===== src/rtl/sb_msg_arbiter.sv =====
// Sideband message arbiter: grants one of NUM_CH requesters onto the encoder,
// waits for the busy falling edge, and aggregates per-channel done/error.
module sb_msg_arbiter #(
    parameter int SB_MSG_Width = 4,
    parameter int NUM_CH       = 2,
    parameter int RR_MODE      = 1,
    parameter int TIMEOUT_CYC  = 1024,
    parameter logic [NUM_CH-1:0] END_MASK = {NUM_CH{1'b1}}
) (
    input  logic                           i_clk,
    input  logic                           i_rst,
    input  logic                           i_en,
    input  logic [NUM_CH-1:0]              i_req_valid,
    input  logic [NUM_CH*SB_MSG_Width-1:0] i_req_msg,
    input  logic [NUM_CH-1:0]              i_ch_done,
    input  logic [NUM_CH-1:0]              i_ch_error,
    input  logic                           i_sb_busy,
    input  logic                           i_falling_edge_busy,
    output logic [SB_MSG_Width-1:0]        o_encoded_SB_msg,
    output logic                           o_msg_valid,
    output logic [NUM_CH-1:0]              o_ack,
    output logic [NUM_CH-1:0]              o_grant,
    output logic                           o_phase_end,
    output logic                           o_error_req,
    output logic                           o_timeout
);

    localparam int PW = (NUM_CH > 1) ? $clog2(NUM_CH) : 1;
    localparam int TW = $clog2(TIMEOUT_CYC) + 1;
    localparam logic [TW-1:0] T_LAST = TW'(TIMEOUT_CYC - 1);
    localparam logic [PW-1:0] P_LAST = PW'(NUM_CH - 1);

    typedef enum logic [1:0] {
        IDLE,
        SEND,
        WAIT,
        ACK
    } state_t;

    state_t state;

    logic [PW-1:0]           ptr;
    logic [PW-1:0]           gnt_idx;
    logic [PW-1:0]           win_idx;
    logic [NUM_CH-1:0]       win_oh;
    logic                    win_found;
    logic [SB_MSG_Width-1:0] win_msg;
    logic [TW-1:0]           timer;
    logic [NUM_CH-1:0]       done_flags;
    logic [NUM_CH-1:0]       done_next;

    // Search starts at the pointer in round-robin mode, at 0 otherwise.
    function automatic int cand(input int base, input int i);
        return (base + i) % NUM_CH;
    endfunction

    always_comb begin
        win_idx   = '0;
        win_oh    = '0;
        win_found = 1'b0;
        for (int i = 0; i < NUM_CH; i++) begin
            if (!win_found &&
                i_req_valid[cand((RR_MODE != 0) ? int'(ptr) : 0, i)]) begin
                win_found = 1'b1;
                win_idx   = PW'(cand((RR_MODE != 0) ? int'(ptr) : 0, i));
            end
        end
        if (win_found) begin
            win_oh[win_idx] = 1'b1;
        end
        win_msg = i_req_msg[int'(win_idx)*SB_MSG_Width +: SB_MSG_Width];
    end

    assign done_next = done_flags | i_ch_done;

    always_ff @(posedge i_clk) begin
        if (i_rst || !i_en) begin
            state            <= IDLE;
            ptr              <= '0;
            gnt_idx          <= '0;
            timer            <= '0;
            done_flags       <= '0;
            o_encoded_SB_msg <= '0;
            o_msg_valid      <= 1'b0;
            o_ack            <= '0;
            o_grant          <= '0;
            o_phase_end      <= 1'b0;
            o_error_req      <= 1'b0;
            o_timeout        <= 1'b0;
        end else begin
            o_msg_valid <= 1'b0;
            o_ack       <= '0;
            done_flags  <= done_next;
            o_phase_end <= (done_next & END_MASK) == END_MASK;
            if (|i_ch_error) begin
                o_error_req <= 1'b1;
            end
            case (state)
                IDLE: begin
                    if (win_found && !i_sb_busy && !o_error_req) begin
                        o_encoded_SB_msg <= win_msg;
                        o_grant          <= win_oh;
                        gnt_idx          <= win_idx;
                        state            <= SEND;
                    end
                end
                SEND: begin
                    o_msg_valid <= 1'b1;
                    timer       <= '0;
                    state       <= WAIT;
                end
                WAIT: begin
                    // A falling edge on the last timer cycle still completes.
                    if (i_falling_edge_busy) begin
                        o_ack <= o_grant;
                        state <= ACK;
                    end else if (timer == T_LAST) begin
                        o_error_req <= 1'b1;
                        o_timeout   <= 1'b1;
                        o_grant     <= '0;
                        state       <= IDLE;
                    end else begin
                        timer <= timer + TW'(1);
                    end
                end
                ACK: begin
                    o_grant <= '0;
                    ptr     <= (gnt_idx == P_LAST) ? '0 : gnt_idx + PW'(1);
                    state   <= IDLE;
                end
                default: state <= IDLE;
            endcase
        end
    end

endmodule


===== config.mk =====
export PLATFORM = sky130hd
export DESIGN_NAME = sb_msg_arbiter
export DESIGN_NICKNAME = d
export VERILOG_FILES = /design/src/rtl/sb_msg_arbiter.sv
export SDC_FILE = /design/constraint.sdc
export NUM_CORES = 1
export LEC_CHECK = 0
export CORE_UTILIZATION = 30
export CTS_CLUSTER_SIZE = 30
export DETAILED_ROUTE_END_ITERATION = 7
export SLEW_MARGIN = 10
export SYNTH_ARGS = -nofsm -noshare
export SYNTH_HDL_FRONTEND = slang
export SYNTH_SLANG_ARGS = --single-unit

===== constraint.sdc =====
create_clock -name i_clk -period 4.68 [get_ports i_clk]
set_input_delay 0.936 -clock i_clk [delete_from_list [all_inputs] [get_ports i_clk]]
set_output_delay 0.936 -clock i_clk [all_outputs]
set_load 0.05 [all_outputs]

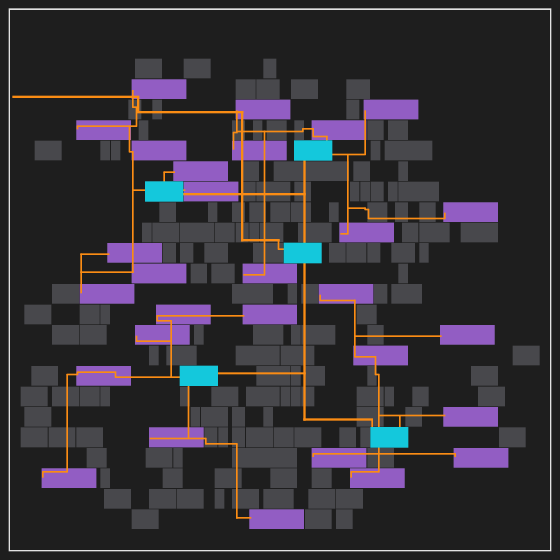
Fig. 1. Clock distribution (run 1).
legend:
  orange:
    item: clock wires
    length: 457 um
  cyan:
    item: clock-net drivers
    count: 5
  purple:
    item: flip-flops
    count: 29
flops lie: widely spread
routed clock nets: 6

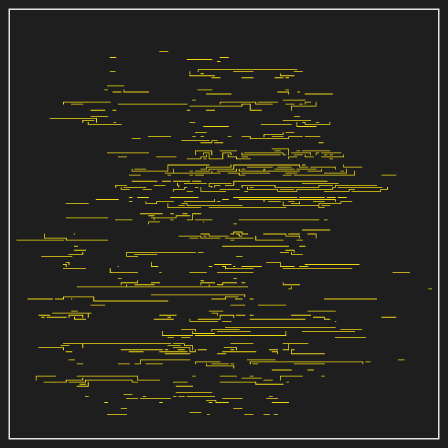
Fig. 2. Signal wires on met1 (run 1).
main direction: horizontal
longest straight run: 28.5 um
share of all routed wire: 45%
wire length on this layer: 1400 um
nets with wire on the layer: 182

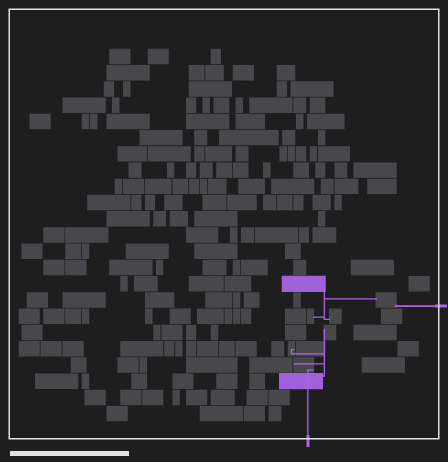
Fig. 3. I/O nets highlighted (run 1).
Bar = 20 um.
legend:
  purple:
    port: o_grant
    bits: 2
    direction: output
    edge: 1 bottom, 1 right
    end_cells: 2
    buffers: 2
    wire: 55.8 um

==> flow_metrics.env, run 1 <==
# yosys + openroad results
export IMPL_edf_count=0
export IMPL_syn_instance_count=151
export IMPL_ys_cells=151
export IMPL_fmax_mhz=398
export IMPL_drive_above_1_share_pct=11.5
export IMPL_mostFrequentLayoutCell="clkdlybuf4s50_1"
export IMPL_finalCritPeriodShare_pct=53.6
export IMPL_synth_simple_area_share_pct=26.2
export IMPL_avgSynthCellArea_um2=9.65
export IMPL_clock_path_buffers=2
export IMPL_ys_sh_xor_pct=0
export IMPL_placed_cell_area_um2=1790
export IMPL_grt_pass1_wl_um=5200
export IMPL_drc=0
export IMPL_yosys_area_um2=1460
export IMPL_rows=24
export IMPL_leakage_nw=0.653
export IMPL_vdd_drop_max_mv=0.116
export IMPL_place_inst=227
export IMPL_crit_buf_inv=1
export IMPL_mux_area_share_pct=7.81
export IMPL_ff_type="dfxtp_1"
export IMPL_slew_viol_final=0
export IMPL_diodes=0
export IMPL_grt_max_degree=24
export IMPL_ys_sh_adder_pct=4.29
export IMPL_yosysWarningCount=0
export IMPL_crit_path_end_kind="register"
export IMPL_rsz0062_at_grt="no"
export IMPL_dr_total_vias=1224
export IMPL_critical_path_cell_chain="clkdlybuf4s50_1 > nand2b_1 > or4_1 > mux2i_1"
export IMPL_hpwlAfterDp_um=2320
export IMPL_antenna_found_initial=0
export IMPL_reg2reg_slack_ps=2640
export IMPL_syn_area_um2=1460
export IMPL_area_growth_pct=28.4
export IMPL_layout_top_cells="clkdlybuf4s50_1, dfxtp_1, nor2_1"
export IMPL_wl_per_cell_um=13.4
export IMPL_holdBufCountCts=0
export IMPL_grt_pass1_vias=1119
export IMPL_maxCapViolCount=0
export IMPL_synth_seq_share_pct=39.8
export IMPL_logic_family="simple AND/OR/NAND/NOR gates"
export IMPL_cts_sinks=29
export IMPL_synth_compound_area_share_pct=18.2
export IMPL_stdcell_area_um2=1870
export IMPL_cellPowerDensity_nw_per_um2=277
export IMPL_worstPathArrival_ps=2720
export IMPL_fin_cells=235
export IMPL_crit_slowest_cell="or4_1"
export IMPL_tightest_slew_ps=945
export IMPL_drtIter0Drc=99
export IMPL_finalClockSkew_ps=9.12
export IMPL_required_ps=4890
export IMPL_dr_pass1_iters=4
export IMPL_io_pins=31
export IMPL_ys_flops=29
export IMPL_cts_buffers=5
export IMPL_setup_tns_ps=0
export IMPL_tool_warnings=29
export IMPL_status="completed"
export IMPL_ctsResizeCount=0
export IMPL_portBuffers=30
## run 1: path summary, 6_finish.rpt
kind / cells after the start / from / end
setup / recovery: 4 / i_rst / o_grant[1]
hold / removal: 2 / done_flags[0] / done_flags[0]
setup reg to reg: 5 / timer[0] / state[1]
hold reg to reg: 2 / done_flags[0] / done_flags[0]
## run 1: layout make-up
cell class                      count  area (um^2)
Timing Repair Buffer               30          300
Tap cell                           52         65.1
Clock buffer                        8         80.1
Multi-Input combinational cell    110          823
Inverter                            6         22.5
Sequential cell                    29          581
Fill cell                         452         2630
## run 1: metal layers
metal / routed length (um) / vias up / track usage (%)
met5: 0 / - / 0
met4: 52 / 0 / 5.23
met3: 154 / 7 / 4.64
met2: 1530 / 29 / 22.4
met1: 1400 / 571 / 15.4
li1: - / 617 / -
## run 1: Yosys cell counts (2+ instances only)
| library cell | count | area, um^2 |
|---|---|---|
| or3_1 | 2 | 12.5 |
| or4_1 | 2 | 15.0 |
| o211ai_1 | 2 | 15.0 |
| a21oi_1 | 9 | 45.0 |
| inv_1 | 6 | 22.5 |
| dfxtp_1 | 29 | 581 |
| nor2_1 | 18 | 67.6 |
| nand3_1 | 4 | 20.0 |
| and2_1 | 3 | 18.8 |
| nor4_1 | 2 | 12.5 |
| ha_1 | 5 | 62.6 |
| o31ai_1 | 2 | 15.0 |
| nand2b_1 | 2 | 12.5 |
| o21ai_1 | 2 | 10.0 |
| clkbuf_1 | 3 | 11.3 |
| o311ai_0 | 2 | 17.5 |
| mux2_2 | 3 | 33.8 |
| nand3b_1 | 3 | 22.5 |
| and3_1 | 2 | 12.5 |
| a211oi_1 | 4 | 30.0 |
| nand2_1 | 9 | 33.8 |
| mux2i_1 | 8 | 80.1 |
## run 1: per-stage QoR
step / hold slack [ps] / worst slack (ps) / power (mW) / util (%)
after floorplan: 421 / 2740 / 0.298 / -
after global placement: 440 / 1920 / 0.324 / 39.8
after detailed placement: 450 / 1820 / 0.325 / 39.8
after CTS: 464 / 2120 / 0.528 / 41.6
after global routing: 485 / 2010 / 0.541 / 41.6
final: 454 / 2170 / 0.519 / 41.6
## run 1: logic make-up (layout without fill, tap and decap cells)
kind of cell    count (synthesis)  in the layout
simple gates                   62             62
compound gates                 32             32
flops                          29             29
buf+inv                        12             44
mux                            11             11
fa+ha+maj                       5              5
## run 1: where the power goes
part           internal [mW]  switching, mW  leakage, nW  total [mW]
clock network          0.105         0.0946       0.0395       0.200
logic                 0.0304         0.0345        0.379      0.0649
registers              0.252        0.00274        0.235       0.254
## run 1: worst reg2reg max path, stage by stage (launching register included)
cell and delay (ps):
dfxtp_1 400, ha_1 250, inv_1 130, o41ai_4 770
a311o_2 290, o41ai_2 60
## run 1: flip-flops by register name (all words and copies together) (netlist names)
signal and cells:
o_encoded_SB_msg 4, o_ack 2, o_grant 2, ptr 1
timer 11, state 2, o_phase_end 1, gnt_idx 1
o_timeout 1, done_flags 2, o_msg_valid 1, o_error_req 1
## Run 2: what changed since run 1
==> constraint.sdc (replaced) <==
create_clock -name i_clk -period 2.2 [get_ports i_clk]
set_input_delay 0.44 -clock i_clk [delete_from_list [all_inputs] [get_ports i_clk]]
set_output_delay 0.44 -clock i_clk [all_outputs]
set_load 0.05 [all_outputs]
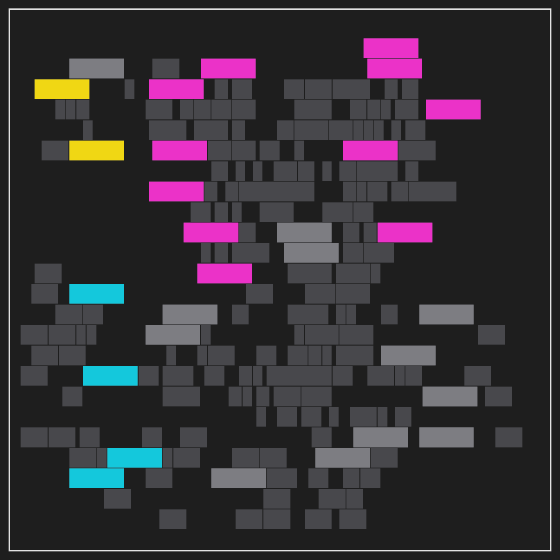
Fig. 4. Register map, names as in the netlist (run 2).
legend:
  cyan:
    name_in_the_netlist: o_encoded_SB_msg
    placed_flops: 4
    where: lower left
  yellow:
    name_in_the_netlist: done_flags
    placed_flops: 2
  magenta:
    name_in_the_netlist: timer
    placed_flops: 11
not colored: 12

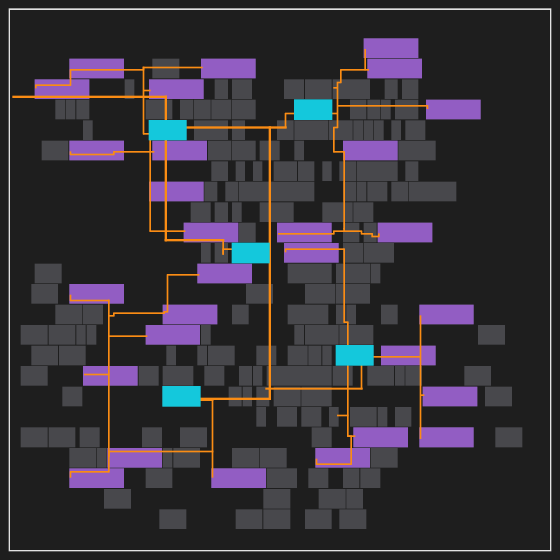
Fig. 5. Clock distribution (run 2).
legend:
  orange:
    item: clock wires
    length: 429 um
  cyan:
    item: clock-net drivers
    count: 5
  purple:
    item: flip-flops
    count: 29
flops lie: widely spread
routed clock nets: 6
worst clock skew: 6.21 ps
part of the power in the clock network: 39.0%
latest clock arrival within the worst-skew pair: 280 ps
Power Clock: 441 uW

==> run 2 against run 1 <==
  * Sequential share of layout area down 0.94 points
  * Clock-buffer cell count is 1 lower
  * Clock skew shrank 2.9 ps
  * Cell area rose by 3.1%
  * Synthesized cell count stayed put
  * Clock power grew 120%
  * Non-clock buffer count increased by 7
  * Synthesized area unchanged
  * Sequential cell count unchanged
==> flow_metrics.env, run 2 <==
# yosys + openroad results
export IMPL_yosysMostFrequentCell="dfxtp_1"
export IMPL_syn_instance_count=151
export IMPL_diodes=0
export IMPL_drtIter0Drc=61
export IMPL_mostFrequentLayoutCell="clkdlybuf4s50_1"
export IMPL_fmax_mhz=498
export IMPL_synth_simple_area_share_pct=26.2
export IMPL_yosys_area_um2=1460
export IMPL_dr_total_vias=1239
export IMPL_tightest_slew_ps=764
export IMPL_dr_pass1_iters=4
export IMPL_rsz0062_at_grt="no"
export IMPL_cts_buffers=5
export IMPL_syn_area_um2=1460
export IMPL_grt_pass1_wl_um=5260
export IMPL_grt_pass1_vias=1201
export IMPL_avgSynthCellArea_um2=9.65
export IMPL_tool_warnings=29
export IMPL_area_growth_pct=32.4
export IMPL_ys_sh_adder_pct=4.29
export IMPL_setup_tns_ps=0
export IMPL_slew_viol_final=0
export IMPL_yosysWarningCount=0
export IMPL_status="completed"
export IMPL_grt_max_degree=16
export IMPL_largest_register="timer"
export IMPL_pre_cts_ws_ps=149
export IMPL_io_pins=31
export IMPL_reg_top3="timer x11, o_encoded_SB_msg x4"
export IMPL_antenna_found_initial=0
export IMPL_hpwlAfterDp_um=2350
export IMPL_synth_compound_area_share_pct=18.2
export IMPL_netlist_top_cells_count="dfxtp_1, nor2_1, a21oi_1, nand2_1, mux2i_1"
export IMPL_worstPathArrival_ps=2200
export IMPL_ff_type="dfxtp_1"
export IMPL_synth_seq_share_pct=39.8
export IMPL_finalCritPeriodShare_pct=91.2
export IMPL_portBuffers=30
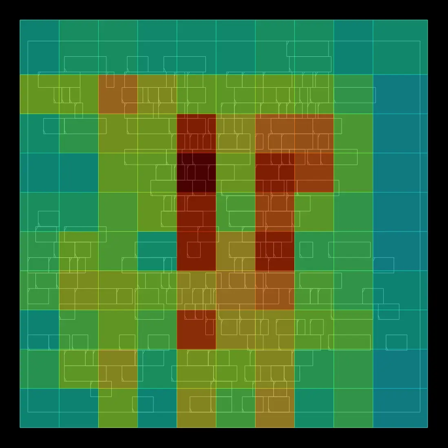
Fig. 6. Routing congestion map (run 2).
global route hottest layer: met2
Core Util, Final: 42.9%

## run 2: netlist changes by cell type in the layout (fill, tap and decap cells not counted)
cell / before / now
buf_4: 0 / 7
clkbuf_1: 3 / 1
clkbuf_8: 5 / 6
## run 2: cell type report
class | instances | area [um^2] | area share, %
Tap cell | 52 | 65.1 | 3.37
Multi-Input combinational cell | 110 | 823 | 42.6
Timing Repair Buffer | 37 | 353 | 18.3
Sequential cell | 29 | 581 | 30.1
Inverter | 6 | 22.5 | 1.17
Clock buffer | 7 | 86.3 | 4.47
## run 2: report_power, final
group	switching [mW]	internal (mW)
registers	0.00599	0.535
clock network	0.193	0.248
logic	0.0752	0.0736
total	0.274	0.856
## run 2: final timing paths
path                  from       endpoint  slack, ps  cells after the start
max               timer[0]       state[0]        190                      5
min reg2reg  done_flags[1]  done_flags[1]        450                      2
max reg2reg       timer[0]       state[0]        190                      5
min          done_flags[1]  done_flags[1]        450                      2
## run 2: cell families (layout without fill, tap and decap cells)
kind of cell	count (synthesis)	in the layout
mux	11	11
compound gates	32	32
fa+ha+maj	5	5
buf+inv	12	50
simple gates	62	62
flops	29	29
## run 2: per-stage QoR
stage / util (%) / cell area, um^2 / total power [mW] / cells / hold slack [ps]
detailed placement: 40.9 / 1840 / 0.702 / 234 / 445
finish: 42.9 / 1930 / 1.13 / 241 / 453
global route: 42.9 / 1930 / 1.18 / 241 / 479
floorplan: - / 1460 / 0.633 / 151 / 421
global placement: 40.9 / 1840 / 0.699 / 234 / 433
CTS: 42.9 / 1930 / 1.15 / 241 / 460
## run 2: critical path: stages, from the launching register on
cell,delay [ps]
dfxtp_1,420
ha_1,230
inv_1,120
o41ai_4,770
nand2_4,100
a221oi_2,280
## run 2: routing by layer
layer  vias to the layer above  global-route usage [%]  part of all wire, %
li1                        634                       -                    -
met1                       563                    14.5                   43
met2                        33                    22.3                   48
met3                         9                    5.20                  5.4
met4                         0                    8.28                  3.1
met5                         -                       0                    0
No activity file was given, so power comes from the tool's default toggle rates.
